$ cat src/rtl/cory_s2tap_pad_pkg.sv
// Shared definitions for the sliding tap-window builder: padding modes and
// control states.
package cory_s2tap_pad_pkg;

    // Padding mode encodings carried on i_cmd_mode; the reserved code pads with zero.
    typedef enum logic [1:0] {
        PAD_ZERO  = 2'd0,
        PAD_REPL  = 2'd1,
        PAD_CONST = 2'd2,
        PAD_RSVD  = 2'd3
    } pad_mode_t;

    // Line control states.
    typedef enum logic [1:0] {
        ST_IDLE  = 2'd0,
        ST_LOAD  = 2'd1,
        ST_FLUSH = 2'd2,
        ST_DRAIN = 2'd3
    } state_t;

endpackage

$ cat src/rtl/cory_s2tap_pad_win.sv
// T-slot shift register with first-load left fill plus a single-entry output
// register. Slot 0 is the oldest sample (x[k-PL]), slot T-1 the newest (x[k+PR]).
module cory_s2tap_pad_win #(
    parameter int N  = 8,
    parameter int PL = 2,
    parameter int PR = 3,
    localparam int T = PL + 1 + PR,
    localparam int W = N * T
) (
    input  logic         clk,
    input  logic         reset_n,
    input  logic         in_v,      // a push is offered (sample or right pad)
    input  logic         in_first,  // first sample of a line: load left fill
    input  logic         in_emit,   // this push produces a window downstream
    input  logic [N-1:0] in_d,      // value entering the top slot
    input  logic [N-1:0] in_fill,   // left pad value used on the first load
    output logic         in_r,      // push can be taken this cycle
    output logic [N-1:0] top_d,     // current newest slot (right replicate source)
    output logic         out_v,
    output logic [W-1:0] out_d,
    input  logic         out_r
);

    logic [W-1:0] win_reg;
    logic [W-1:0] win_next;
    logic         out_v_reg;
    logic [W-1:0] out_d_reg;
    logic         push;

    // Suppressed pushes never touch the output register, so they never wait on it.
    assign in_r  = ~out_v_reg | out_r | ~in_emit;
    assign push  = in_v & in_r;
    assign top_d = win_reg[W-1 -: N];
    assign out_v = out_v_reg;
    assign out_d = out_d_reg;

    // Next window: shift toward slot 0 with the new value at the top; the first
    // sample instead seeds the PL slots below the top with the left pad.
    for (genvar gi = 0; gi < T; gi++) begin : g_slot
        if (gi == T - 1) begin : g_top
            assign win_next[gi*N +: N] = in_d;
        end else if (gi >= T - 1 - PL) begin : g_fill
            assign win_next[gi*N +: N] = in_first ? in_fill : win_reg[(gi+1)*N +: N];
        end else begin : g_low
            assign win_next[gi*N +: N] = in_first ? '0 : win_reg[(gi+1)*N +: N];
        end
    end

    // Shift register advances on every accepted push.
    always_ff @(posedge clk or negedge reset_n) begin
        if (!reset_n) begin
            win_reg <= '0;
        end else if (push) begin
            win_reg <= win_next;
        end
    end

    // Output register: load the freshly shifted window on emitting pushes.
    always_ff @(posedge clk or negedge reset_n) begin
        if (!reset_n) begin
            out_v_reg <= 1'b0;
            out_d_reg <= '0;
        end else if (push && in_emit) begin
            out_v_reg <= 1'b1;
            out_d_reg <= win_next;
        end else if (out_r) begin
            out_v_reg <= 1'b0;
        end
    end

endmodule

$ cat src/rtl/cory_s2tap_pad.sv
// Scalar stream to sliding filter-tap window converter with per-command
// left/right padding (zero, replicate-edge or constant).
module cory_s2tap_pad
    import cory_s2tap_pad_pkg::*;
#(
    parameter int N  = 8,
    parameter int PL = 2,
    parameter int PR = 3,
    parameter int R  = 11,
    localparam int T = PL + 1 + PR,
    localparam int W = N * T,
    localparam int P = $clog2(PR + 2)
) (
    input  logic         clk,
    input  logic         reset_n,
    input  logic         i_cmd_v,
    input  logic [R-1:0] i_cmd_cnt,
    input  logic [1:0]   i_cmd_mode,
    input  logic [N-1:0] i_cmd_pad,
    output logic         o_cmd_r,
    input  logic         i_a_v,
    input  logic [N-1:0] i_a_d,
    output logic         o_a_r,
    output logic         o_z_v,
    output logic [W-1:0] o_z_d,
    input  logic         i_z_r,
    output logic [R-1:0] o_z_cnt,
    output logic         o_z_last
);

    localparam logic [R-1:0] ONE_R      = R'(1);
    localparam logic [P-1:0] ONE_P      = P'(1);
    localparam logic [P-1:0] IGN_MAX    = P'(PR);
    localparam logic [P-1:0] FLUSH_LAST = P'((PR > 0) ? PR - 1 : 0);

    state_t       state_reg;
    logic         cmd_r_reg;
    logic [R-1:0] len_reg;
    logic [R-1:0] len_m1;
    pad_mode_t    mode_reg;
    logic [N-1:0] pad_reg;
    logic [R-1:0] samp_cnt_reg;   // samples accepted this line
    logic [P-1:0] ign_cnt_reg;    // suppressed pushes so far, saturates at PR
    logic [P-1:0] flush_cnt_reg;  // right pads pushed so far
    logic [R-1:0] k_reg;          // index of the next window to emit
    logic [R-1:0] z_cnt_reg;
    logic         z_last_reg;

    logic         win_in_v;
    logic         win_in_r;
    logic         win_first;
    logic         win_emit;
    logic [N-1:0] win_d;
    logic [N-1:0] win_top;
    logic [N-1:0] fill_val;
    logic [N-1:0] right_val;
    logic         push;

    assign len_m1    = len_reg - ONE_R;
    assign win_in_v  = ((state_reg == ST_LOAD) && i_a_v) || (state_reg == ST_FLUSH);
    assign win_first = (state_reg == ST_LOAD) && (samp_cnt_reg == '0);
    assign win_emit  = (ign_cnt_reg == IGN_MAX);
    assign win_d     = (state_reg == ST_FLUSH) ? right_val : i_a_d;
    assign push      = win_in_v && win_in_r;
    assign o_a_r     = (state_reg == ST_LOAD) && win_in_r;
    assign o_cmd_r   = cmd_r_reg;
    assign o_z_cnt   = z_cnt_reg;
    assign o_z_last  = z_last_reg;

    // Pad values: left fill comes from the first sample, right pad from the top slot.
    always_comb begin
        fill_val  = '0;
        right_val = '0;
        case (mode_reg)
            PAD_REPL: begin
                fill_val  = i_a_d;
                right_val = win_top;
            end
            PAD_CONST: begin
                fill_val  = pad_reg;
                right_val = pad_reg;
            end
            default: ;
        endcase
    end

    cory_s2tap_pad_win #(
        .N  (N),
        .PL (PL),
        .PR (PR)
    ) u_win (
        .clk      (clk),
        .reset_n  (reset_n),
        .in_v     (win_in_v),
        .in_first (win_first),
        .in_emit  (win_emit),
        .in_d     (win_d),
        .in_fill  (fill_val),
        .in_r     (win_in_r),
        .top_d    (win_top),
        .out_v    (o_z_v),
        .out_d    (o_z_d),
        .out_r    (i_z_r)
    );

    // Line control FSM with command latches, push counters and window tags.
    always_ff @(posedge clk or negedge reset_n) begin
        if (!reset_n) begin
            state_reg     <= ST_IDLE;
            cmd_r_reg     <= 1'b1;
            len_reg       <= '0;
            mode_reg      <= PAD_ZERO;
            pad_reg       <= '0;
            samp_cnt_reg  <= '0;
            ign_cnt_reg   <= '0;
            flush_cnt_reg <= '0;
            k_reg         <= '0;
            z_cnt_reg     <= '0;
            z_last_reg    <= 1'b0;
        end else begin
            case (state_reg)
                ST_IDLE: begin
                    if (i_cmd_v) begin
                        len_reg       <= i_cmd_cnt;
                        mode_reg      <= pad_mode_t'(i_cmd_mode);
                        pad_reg       <= i_cmd_pad;
                        samp_cnt_reg  <= '0;
                        ign_cnt_reg   <= '0;
                        flush_cnt_reg <= '0;
                        k_reg         <= '0;
                        // An empty line is consumed without leaving IDLE.
                        if (i_cmd_cnt != '0) begin
                            state_reg <= ST_LOAD;
                            cmd_r_reg <= 1'b0;
                        end
                    end
                end
                ST_LOAD: begin
                    if (push) begin
                        samp_cnt_reg <= samp_cnt_reg + ONE_R;
                        if (samp_cnt_reg == len_m1) begin
                            state_reg <= (PR == 0) ? ST_DRAIN : ST_FLUSH;
                        end
                    end
                end
                ST_FLUSH: begin
                    if (push) begin
                        flush_cnt_reg <= flush_cnt_reg + ONE_P;
                        if (flush_cnt_reg == FLUSH_LAST) begin
                            state_reg <= ST_DRAIN;
                        end
                    end
                end
                ST_DRAIN: begin
                    if (o_z_v && i_z_r && z_last_reg) begin
                        state_reg <= ST_IDLE;
                        cmd_r_reg <= 1'b1;
                    end
                end
                default: state_reg <= ST_IDLE;
            endcase

            if (push && !win_emit) begin
                ign_cnt_reg <= ign_cnt_reg + ONE_P;
            end
            if (push && win_emit) begin
                z_cnt_reg  <= k_reg;
                z_last_reg <= (k_reg == len_m1);
                k_reg      <= k_reg + ONE_R;
            end
        end
    end

`ifndef SYNTHESIS
    if (PR >= (1 << P) - 1) begin : g_pr_too_deep
        $error("cory_s2tap_pad: PR too large for the ignore counter width");
    end

    if (1) begin : cory_monitor
        logic             hold_reg;
        logic [W+R+1:0]   held_reg;

        // Track the previous cycle's output and whether it was stalled.
        always_ff @(posedge clk or negedge reset_n) begin
            if (!reset_n) begin
                hold_reg <= 1'b0;
                held_reg <= '0;
            end else begin
                hold_reg <= o_z_v && !i_z_r;
                held_reg <= {o_z_v, o_z_last, o_z_cnt, o_z_d};
                if (hold_reg) begin
                    assert ({o_z_v, o_z_last, o_z_cnt, o_z_d} == held_reg)
                        else $error("cory_s2tap_pad: output changed while stalled");
                end
                if (state_reg == ST_IDLE && i_cmd_v && pad_mode_t'(i_cmd_mode) == PAD_RSVD) begin
                    $warning("cory_s2tap_pad: reserved pad mode 3 treated as zero");
                end
            end
        end
    end
`endif

endmodule
$ cat config.mk
export PLATFORM = sky130hd
export DESIGN_NAME = cory_s2tap_pad
export DESIGN_NICKNAME = d
export VERILOG_FILES = /design/src/rtl/cory_s2tap_pad_pkg.sv /design/src/rtl/cory_s2tap_pad_win.sv /design/src/rtl/cory_s2tap_pad.sv
export SDC_FILE = /design/constraint.sdc
export NUM_CORES = 1
export LEC_CHECK = 0
export ABC_AREA = 1
export CAP_MARGIN = 10
export CORE_MARGIN = 10
export CORE_UTILIZATION = 40
export CTS_CLUSTER_SIZE = 10
export DETAILED_ROUTE_END_ITERATION = 10
export PLACE_DENSITY_LB_ADDON = 0.15
export SLEW_MARGIN = 30
export SYNTH_ARGS = -nofsm -noshare
export SYNTH_HDL_FRONTEND = slang
export SYNTH_SLANG_ARGS = --single-unit
export TNS_END_PERCENT = 1
$ cat constraint.sdc
create_clock -name clk -period 2.4 [get_ports clk]
set_clock_uncertainty 0.15 [all_clocks]
set_input_delay 0.24 -clock clk [delete_from_list [all_inputs] [get_ports clk]]
set_output_delay 0.24 -clock clk [all_outputs]
set_load 0.05 [all_outputs]
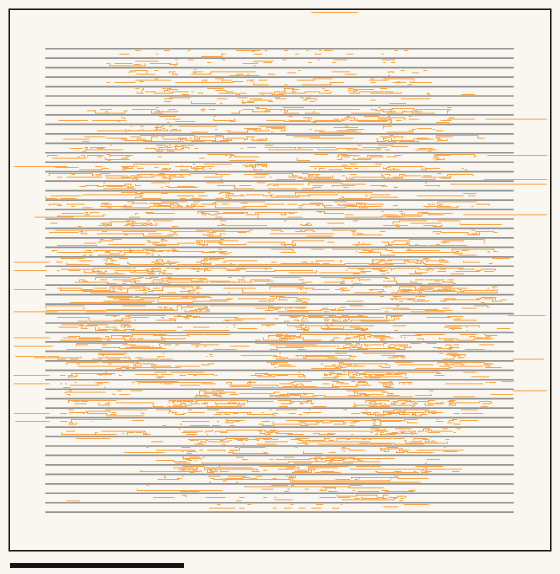
run_1/m1.png
Scale bar: 50 microns. Supply wires on this layer in gray.
nets with wire on the layer: 965
main direction: horizontal
longest straight run: 37.7 microns
share of all routed wire: 47%

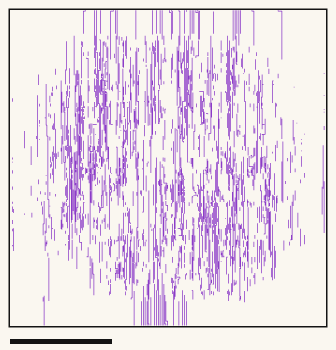
run_1/m2.png
Scale bar: 50 microns.
longest straight run: 51.0 microns
main direction: vertical
nets with wire on the layer: 813
share of all routed wire: 47%
wire length on this layer: 8970 microns

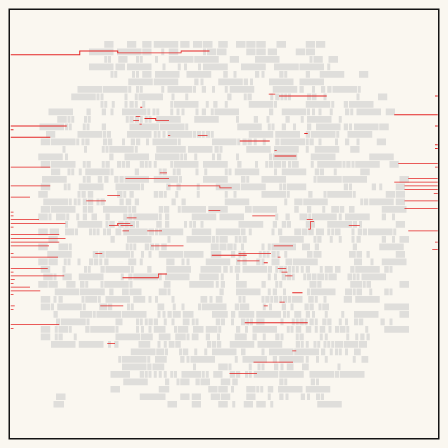
run_1/m3.png
Cells faint in the background.
longest straight run: 24.8 microns
share of all routed wire: 3.9%
wire length on this layer: 746 microns

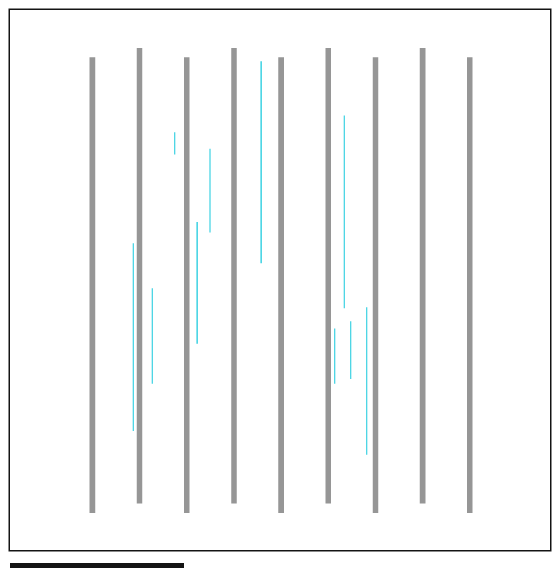
run_1/m4.png
Scale bar: 50 microns. Supply wires on this layer in gray.
share of all routed wire: 1.8%
wire length on this layer: 333 microns
nets with wire on the layer: 6
longest straight run: 57.8 microns

==> Changelog: implementation, run 1 <==
### Implementation results

- Worst setup path category: flop to flop
- Lkg Pwr: 0.00435 uW
- Cell count in the Yosys report: 900
- Yosys warnings: 0
- CTS Buf Count: 17
- Flop pwr share: 0.314
- Storage cell area: 3830 sq um
- Largest net degree at the start of global routing: 62
- Worst setup SP type: flop
- Layout cells sized above 1: 0.0750
- Pre-CTS setup slack: 116 ps
- Placed insts: 1208
- Fin nets: 1048
- Top cells excl fill/tap: 292 x nand2_1, 152 x dfrtp_1, 123 x o21ai_0, 94 x clkdlybuf4s50_1, 93 x inv_1
- Vias in the first global route: 6302
- Fa+ha+maj area frac: 0.0239
- Xor+xnor area frac: 0.0144
- Count of flip-flops with a built-in enable after synthesis: 0
- Top Layer Used: met4
- All-Layer GR Usage: 0.162
- Global-route wire length before repair: 31800 microns
- Minimum clock period after layout: 2210 ps
- Top logic family: simple AND/OR/NAND/NOR gates
- Count leader, synth: nand2_1
- Post-CTS Resized: 0
- Clk_lat worst skew: 430 ps
- Buf/Inv on CP: 2
- Sequential cells: 153
- Area leader, netlist: dfrtp_1
- Final count of negative-setup-slack endpoints: 0
- Design area: 9260 sq um
- Status: finished, final reports clean
- Max_cap viols: 0
- Clock root cell: clkbuf_16
- Util after Layout: 0.515
- Main flop type: dfrtp_1
- RSZ-0062 raised after global routing: yes
- Seq. pwr: 3990 uW
- Worst relative slew slack: 0.604
- Layout inverter count without the clock tree: 96
--- run 2 (diff from run 1) ---
PLACE_DENSITY = 0.67   (was default)
PLACE_DENSITY_LB_ADDON = default   (was 0.15)
REMOVE_ABC_BUFFERS = 1   (was default)
==> Changelog: implementation, run 2 <==
### Implementation results

- Worst setup SP type: flop
- Lkg Pwr: 0.00435 uW
- Seq. pwr: 4000 uW
- Layout inverter count without the clock tree: 96
- Count of flip-flops with a built-in enable after synthesis: 0
- Status: finished, final reports clean
- Count leader, synth: nand2_1
- Layout cells sized above 1: 0.0818
- Cell count in the Yosys report: 900
- Clk_lat worst skew: 420 ps
- Clock root cell: clkbuf_16
- Design area: 9250 sq um
- Util after Layout: 0.515
- Storage cell area: 3830 sq um
- Sequential cells: 153
- Buf/Inv on CP: 3
- Main flop type: dfrtp_1
- CTS Buf Count: 17
- Pre-CTS setup slack: 201 ps
- Xor+xnor area frac: 0.0144
- Max_cap viols: 0
- Top logic family: simple AND/OR/NAND/NOR gates
- Minimum clock period after layout: 2200 ps
- Worst setup path category: flop to flop
- Top cells excl fill/tap: 292 x nand2_1, 152 x dfrtp_1, 123 x o21ai_0, 94 x inv_1, 94 x clkdlybuf4s50_1
- Flop pwr share: 0.317
- Area leader, netlist: dfrtp_1
- Worst relative slew slack: 0.641
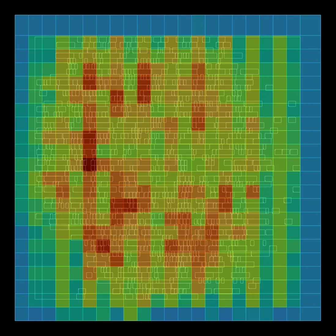
run_2/congestion_map.png
met1 Use GR: 0.207
All-Layer GR Usage: 0.155
drt wl/cell: 14.7 microns

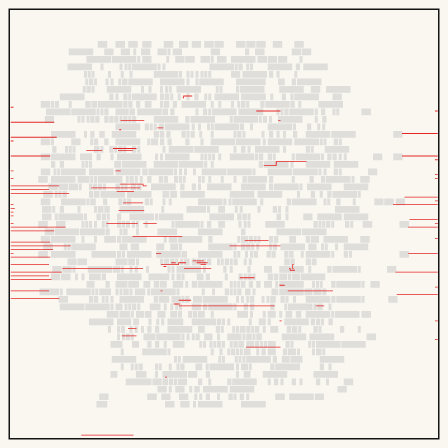
run_2/m3.png
Cells faint in the background.
longest straight run: 34.5 microns
main direction: horizontal
nets with wire on the layer: 76
share of all routed wire: 4.1%
via count: 6232
met3 Use GR: 0.0358
WL final: 18300 microns

--- run 3 (diff from run 2) ---
PLACE_DENSITY = 0.63   (was 0.67)
==> Changelog: implementation, run 3 <==
### Implementation results

- Status: finished, final reports clean
- Vias in the first global route: 6077
- Met1 Use GR: 0.209
- Pre-CTS setup slack: 188 ps
- Layout cells sized above 1: 0.0836
- Top cells excl fill/tap: 291 x nand2_1, 152 x dfrtp_1, 123 x o21ai_0, 94 x inv_1, 94 x clkdlybuf4s50_1
- Worst relative slew slack: 0.565
- Design area: 9270 sq um
- Fa+ha+maj area frac: 0.0239
- Clk_lat worst skew: 430 ps
- Worst setup SP type: flop
- Placed insts: 1212
- Seq. pwr: 3990 uW
- Global-route wire length before repair: 30800 microns
- Sequential cells: 153
- Minimum clock period after layout: 2140 ps
- Buf/Inv on CP: 3
- Cell count in the Yosys report: 900
- Layout inverter count without the clock tree: 96
- Largest net degree at the start of global routing: 67
- Fin nets: 1052
- RSZ-0062 raised after global routing: no
- CTS Buf Count: 17
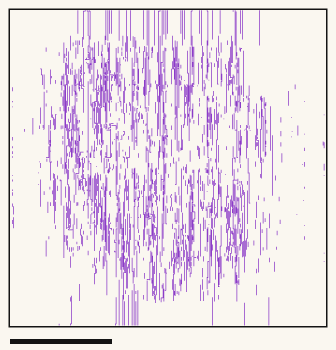
run_3/m2.png
Scale bar: 50 microns.
nets with wire on the layer: 802
share of all routed wire: 45%
wire length on this layer: 8090 microns
main direction: vertical
WL final: 18200 microns
via count: 6110
global-route track usage on met2: 0.241

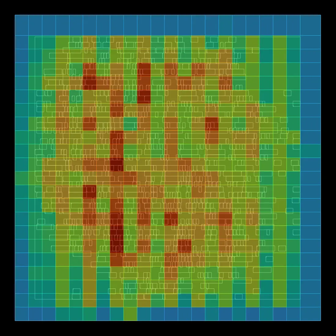
run_3/congestion_map.png
Util after Layout: 0.516
drt wl/cell: 14.6 microns
All-Layer GR Usage: 0.155
GRT Max-Usage Layer: met2
met3 Use GR: 0.0339

Power figures rest on the tool's default switching activity, not on a simulated workload.
